--- src/rtl/pipe_pkg.sv ---
// pipe_pkg: shared constants and helpers for the elastic pipeline register chain
package pipe_pkg;
  localparam int PIPE_MAX_DEPTH = 8;
  function automatic int cnt_width(input int depth, input int skid);
    return $clog2(depth * (skid + 1) + 1);
  endfunction
endpackage

--- src/rtl/pipe_reg_chain_slot.sv ---
// pipe_slot: one valid/ready stage, either single-entry or main+skid with registered ready
module pipe_slot #(
  parameter int DATAWIDTH = 32,
  parameter int SKID      = 1
) (
  input  logic                 clk_i,
  input  logic                 rst_ni,
  input  logic                 flush_i,
  input  logic                 up_valid,
  output logic                 up_ready,
  input  logic [DATAWIDTH-1:0] up_d,
  output logic                 dn_valid,
  input  logic                 dn_ready,
  output logic [DATAWIDTH-1:0] dn_d
);
  if (SKID != 0) begin : g_skid
    logic                 m_v, s_v;
    logic [DATAWIDTH-1:0] m_d, s_d;
    logic                 main_free;
    assign main_free = !m_v || dn_ready;
    assign up_ready  = !s_v;
    assign dn_valid  = m_v;
    assign dn_d      = m_d;
    // skid refills main first; otherwise a free main takes input and a stalled main parks it in skid
    always_ff @(posedge clk_i or negedge rst_ni)
      if (!rst_ni) begin
        m_v <= 1'b0;
        s_v <= 1'b0;
        m_d <= '0;
        s_d <= '0;
      end else if (flush_i) begin
        m_v <= 1'b0;
        s_v <= 1'b0;
        m_d <= '0;
        s_d <= '0;
      end else if (s_v) begin
        if (dn_ready) begin
          m_d <= s_d;
          s_v <= 1'b0;
        end
      end else if (main_free) begin
        m_v <= up_valid;
        if (up_valid) m_d <= up_d;
      end else if (up_valid) begin
        s_v <= 1'b1;
        s_d <= up_d;
      end
  end else begin : g_plain
    logic                 v_q;
    logic [DATAWIDTH-1:0] d_q;
    assign up_ready = !v_q || dn_ready;
    assign dn_valid = v_q;
    assign dn_d     = d_q;
    // single entry: load when free or draining, empty out when drained with nothing behind
    always_ff @(posedge clk_i or negedge rst_ni)
      if (!rst_ni) begin
        v_q <= 1'b0;
        d_q <= '0;
      end else if (flush_i) begin
        v_q <= 1'b0;
        d_q <= '0;
      end else if (up_valid && up_ready) begin
        v_q <= 1'b1;
        d_q <= up_d;
      end else if (dn_ready) begin
        v_q <= 1'b0;
      end
  end
endmodule

--- src/rtl/pipe_reg_chain.sv ---
// pipe_reg_chain: DEPTH chained handshake stages with flush and an occupancy counter
module pipe_reg_chain import pipe_pkg::*; #(
  parameter int DATAWIDTH = 32,
  parameter int DEPTH     = 2,
  parameter int SKID      = 1
) (
  input  logic                                clk_i,
  input  logic                                rst_ni,
  input  logic                                flush_i,
  input  logic                                valid_i,
  output logic                                ready_o,
  input  logic [DATAWIDTH-1:0]                d_i,
  output logic                                valid_o,
  input  logic                                ready_i,
  output logic [DATAWIDTH-1:0]                q_o,
  output logic [cnt_width(DEPTH, SKID)-1:0]   count_o
);
  localparam int CW = cnt_width(DEPTH, SKID);
  if (DEPTH < 1 || DEPTH > PIPE_MAX_DEPTH || (SKID != 0 && SKID != 1)) begin : g_bad_cfg
    $fatal(1, "pipe_reg_chain: DEPTH must be 1..%0d and SKID 0 or 1", PIPE_MAX_DEPTH);
  end
  logic [DEPTH:0]       v, r;
  logic [DATAWIDTH-1:0] d [DEPTH+1];
  logic [CW-1:0]        count_q;
  logic                 xfer_in, xfer_out;
  assign v[0]     = valid_i;
  assign d[0]     = d_i;
  assign r[DEPTH] = ready_i;
  assign ready_o  = r[0];
  assign valid_o  = v[DEPTH];
  assign q_o      = d[DEPTH];
  assign count_o  = count_q;
  assign xfer_in  = valid_i && r[0];
  assign xfer_out = v[DEPTH] && ready_i;
  for (genvar k = 0; k < DEPTH; k++) begin : g_stage
    pipe_slot #(.DATAWIDTH(DATAWIDTH), .SKID(SKID)) u_slot (
      .clk_i    (clk_i),
      .rst_ni   (rst_ni),
      .flush_i  (flush_i),
      .up_valid (v[k]),
      .up_ready (r[k]),
      .up_d     (d[k]),
      .dn_valid (v[k+1]),
      .dn_ready (r[k+1]),
      .dn_d     (d[k+1])
    );
  end
  // occupancy tracks accepted minus delivered words; flush empties the chain
  always_ff @(posedge clk_i or negedge rst_ni)
    if (!rst_ni) count_q <= '0;
    else if (flush_i) count_q <= '0;
    else if (xfer_in && !xfer_out) count_q <= count_q + CW'(1);
    else if (xfer_out && !xfer_in) count_q <= count_q - CW'(1);
endmodule

--- config.mk ---
export PLATFORM = sky130hd
export DESIGN_NAME = pipe_reg_chain
export DESIGN_NICKNAME = d
export VERILOG_FILES = /design/src/rtl/pipe_pkg.sv /design/src/rtl/pipe_reg_chain_slot.sv /design/src/rtl/pipe_reg_chain.sv
export SDC_FILE = /design/constraint.sdc
export NUM_CORES = 1
export LEC_CHECK = 0
export CAP_MARGIN = 5
export CORE_ASPECT_RATIO = 0.5
export CORE_MARGIN = 3
export CORE_UTILIZATION = 40
export CTS_CLUSTER_SIZE = 24
export DETAILED_ROUTE_END_ITERATION = 6
export GPL_ROUTABILITY_DRIVEN = 0
export PLACE_DENSITY = 0.69
export RECOVER_POWER = 25
export REMOVE_ABC_BUFFERS = 1
export SLEW_MARGIN = 10
export SYNTH_ARGS = -nofsm -noshare
export SYNTH_HDL_FRONTEND = slang
export SYNTH_SLANG_ARGS = --single-unit
--- constraint.sdc ---
create_clock -name clk_i -period 2.1 [get_ports clk_i]
set_input_delay 0.42 -clock clk_i [delete_from_list [all_inputs] [get_ports clk_i]]
set_output_delay 0.42 -clock clk_i [all_outputs]
set_load 0.02 [all_outputs]
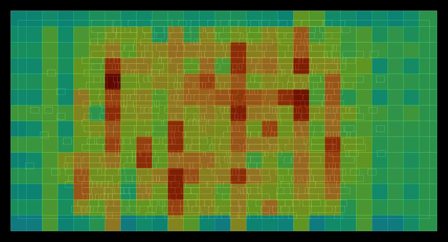
(track usage over the die)
routing usage on met3: 3.87%
global-route usage over all layers: 16.3%

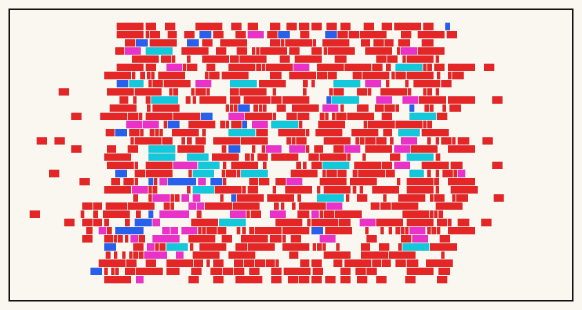
(cell sizes after repair)
legend:
  x1 and smaller:
    colour: red
    cells: 520
    share: 84%
  x3 and x4:
    colour: magenta
    cells: 51
    share: 8.2%
  x2:
    colour: blue
    cells: 26
    share: 4.2%
  x6 and larger:
    colour: cyan
    cells: 25
    share: 4.0%
final worst setup slack: 0.0624 ns
Final Cell Area: 0.00788 mm^2
count of non-CTS buffers in the layout: 96
area delta synth->final: 19.9%

==> GITHUB_STEP_SUMMARY <==
## Implementation flow summary

| Metric | Value |
|---|---|
| Data arrival, critical path | `1.62 ns` |
| Final min period | `2.04 ns` |
| Slew Limit Fails | `0` |
| Cell group occupying the most layout area | `registers` |
| TritonCTS clock tree | `built` |
| Overall chip area | `about 0.018 mm^2` |
| Number of antenna violations at the first check in global routing | `0` |
| Total wire length after detailed routing | `13.9 mm` |
| H-tree levels | `4` |
| Total clock sinks | `135` |
| Async S/R FF share, synth | `100%` |
| Post-placement worst setup slack | `-0.0665 ns` |
| Most common cell in the netlist | `dfrtp_1` |
| FF-to-FF path depth | `6` |
| Worst hold start | `flush_i` |
| Hold violation total from the final report | `0` |
| Log Warnings | `25` |
| Antenna diodes | `1` |
| CP endpoint kind | `output pin` |
| First-pass GRT wire length | `23.8 mm` |
| Overflow left after global routing | `0` |
| Count of hold buffers inserted by post-cts repair | `1` |
| Top fanout value on the critical path | `10` |
| Average vias per placed instance | `5.09` |
| Post-synth cell types | `31` |
| Area used by sequential logic in the layout | `0.00338 mm^2` |
| Slew Limit Headroom | `9.88%` |
| Most crowded layer after global routing | `met2` |
| Cell area after synthesis | `0.00657 mm^2` |
| Uppermost routed layer | `met4` |
| Number of multi-input combinational cells in the layout | `between 300 and 400` |
| Layout Skew | `0.00856 ns` |
| Worst Path Buf+Inv | `1` |
| # Post-CTS Setup Buffers | `0` |
| Ratio of cells with drive above 1 in the final layout | `16.4%` |
| Worst r2r src | `g_stage[0].u_slot.g_skid.s_v` |
| Critical path class | `flop to output pin` |
| Post-layout net count | `651` |
| Post-synth area hogs | `dfrtp_1 51%, mux2i_1 9.9%, mux2_4 6.9%, a22o_1 4.3%, nor2_1 4.1%` |
| Clock tree root buffer cell | `clkbuf_16` |
| Flops out of synthesis | `between 100 and 150` |
| Die Y | `96.6 um` |
| Stages on worst setup path | `1` |
| Data required time at the worst endpoint | `1.68 ns` |
| Number of buffers on the longest clock path | `2` |
| Stage delay of the slowest cell on the critical path | `0.68 ns` |
| Mean cell area of the mapped netlist | `11.5 um^2` |
| Total of clock buffers placed in the layout | `22` |
| Power density over cell area | `approximately 770 mW/mm^2` |
| Seq/total area | `42.9%` |
| CTS clock-pin slew for the worst setup and hold paths | `approximately 0.050 ns` |
| Cell resize tally after clock tree synthesis | `0` |
| MaxCap Viol Count | `0` |
| Maximum number of pins on one net before global-route repair | `67` |
| Largest vdd supply drop | `597 uV` |
| Count of filler cells inserted in the layout | `1,352` |
| Antenna Violating Nets Remaining | `0` |
| Cell-by-cell listing of the critical path | `clkdlybuf4s50_1` |
| Top achievable clock speed | `0.491 GHz` |
| Multi-input combinational cell area | `0.00273 mm^2` |
| Leading post-synthesis cells by instance count | `135 x dfrtp_1, 71 x nor2_1, 65 x mux2i_1, 65 x nand2_1, 38 x a21oi_1` |
| First-pass iteration count of the detailed router | `5` |
| Later-pin clock latency in the skew report | `a little over 0.4 ns` |
| Number of buffers added on ports | `73` |
| Leading area contributor after synthesis | `dfrtp_1` |
| Hold slack | `0.337 ns` |
| Run status | `completed` |
| Largest delay share family, worst path | `buffers and inverters` |
| I/O pin count | `74` |
| Number of buffers created by CTS | `17` |
| Proportion of synthesized chip area in sequential cells | `51.4%` |
| Yosys Chip Area | `0.00657 mm^2` |
| Share of the final layout cell area in multi-input gates | `between 30% and 40%` |
| Crit path to | `valid_o` |
| Seq_cells | `135` |
| Cell count after synthesis | `573` |
| WHS Path Cells | `2` |
| Final worst path period share | `97.0%` |
| Starting utilization of the core area | `41.8%` |
| Grt met2 use | `about a quarter` |
| Type of the tightest min-delay check | `primary input to flop` |
| Unrepaired setup endpoints after global routing | `no` |
| Fraction of post-synthesis cell area in the top cell type by area | `51.4%` |
| Ys Warns | `0` |
| HPWL Detailed | `8.69 mm` |
| Number of violations reported at the end of detailed-routing iteration 0 | `297` |
| Number of non-clock inverters | `5` |
| Total DRC errors in the routed layout | `0` |
| Capture endpoint of the worst hold path | `g_stage[1].u_slot.dn_valid` |
| Flip-flop cell with the highest count after synthesis | `dfrtp_1` |
[cells in the final DEF (no fill, tap or decap), types with 2 or more instances in the layout]
cell,netlist,layout
o21ai_0,2,2
nand2b_1,3,3
clkbuf_8,0,2
nor2_1,71,71
mux2i_1,65,65
a21oi_1,38,38
clkinv_2,0,6
a22o_1,32,32
clkbuf_1,10,4
dfrtp_1,135,133
dfrtp_2,0,2
nand2_1,65,65
mux2_2,16,16
dlygate4sd3_1,0,2
nand3_1,2,2
buf_12,0,6
inv_1,5,5
buf_4,33,15
mux2_4,30,30
clkdlybuf4s50_1,0,69
mux2_1,20,20
clkbuf_16,0,17
[report_power, final]
group	leakage [nW]	total [W]	internal, W	switching [W]
logic	1.36	0.000754	0.000380	0.000374
registers	1.83	0.00280	0.00272	0.0000836
clock network	0.251	0.00252	0.00153	0.000997
total	3.44	0.00608	0.00463	0.00145
[registers in the layout (all words and copies together) (netlist names)]
signal                     count
g_stage.u_slot.dn_d           64
g_stage.u_slot.g_skid.s_d     64
count_o                        3
g_stage.u_slot.dn_valid        2
g_stage.u_slot.g_skid.s_v      2
[cell families (layout without fill, tap and decap cells)]
logic type,Yosys count,after routing,share of synthesized area [%]
AOI/OAI and AO/OA,75,75,8.11
xor gates and xnor gates,1,1,0.133
other,0,1,0
muxes,131,131,22.9
DFF,135,135,51.4
and+or+nand+nor,150,150,9.43
buffers and inverters,80,129,7.67
adders and majority gates,1,1,0.305
[metrics by stage]
step                      instance area, um^2  TNS (ns)  total power [W]  instances  utilization, %
after floorplan                          6080   -148.17          0.00319        498               -
after global placement                   7380         0          0.00359        814            46.9
after detailed placement                 7380   -0.0665          0.00361        814            46.9
after CTS                                7880         0          0.00614        843            50.1
after global routing                     7880         0          0.00633        843            50.0
final                                    7880         0          0.00608        844            50.1
Power figures rest on the tool's default switching activity, not on a simulated workload.
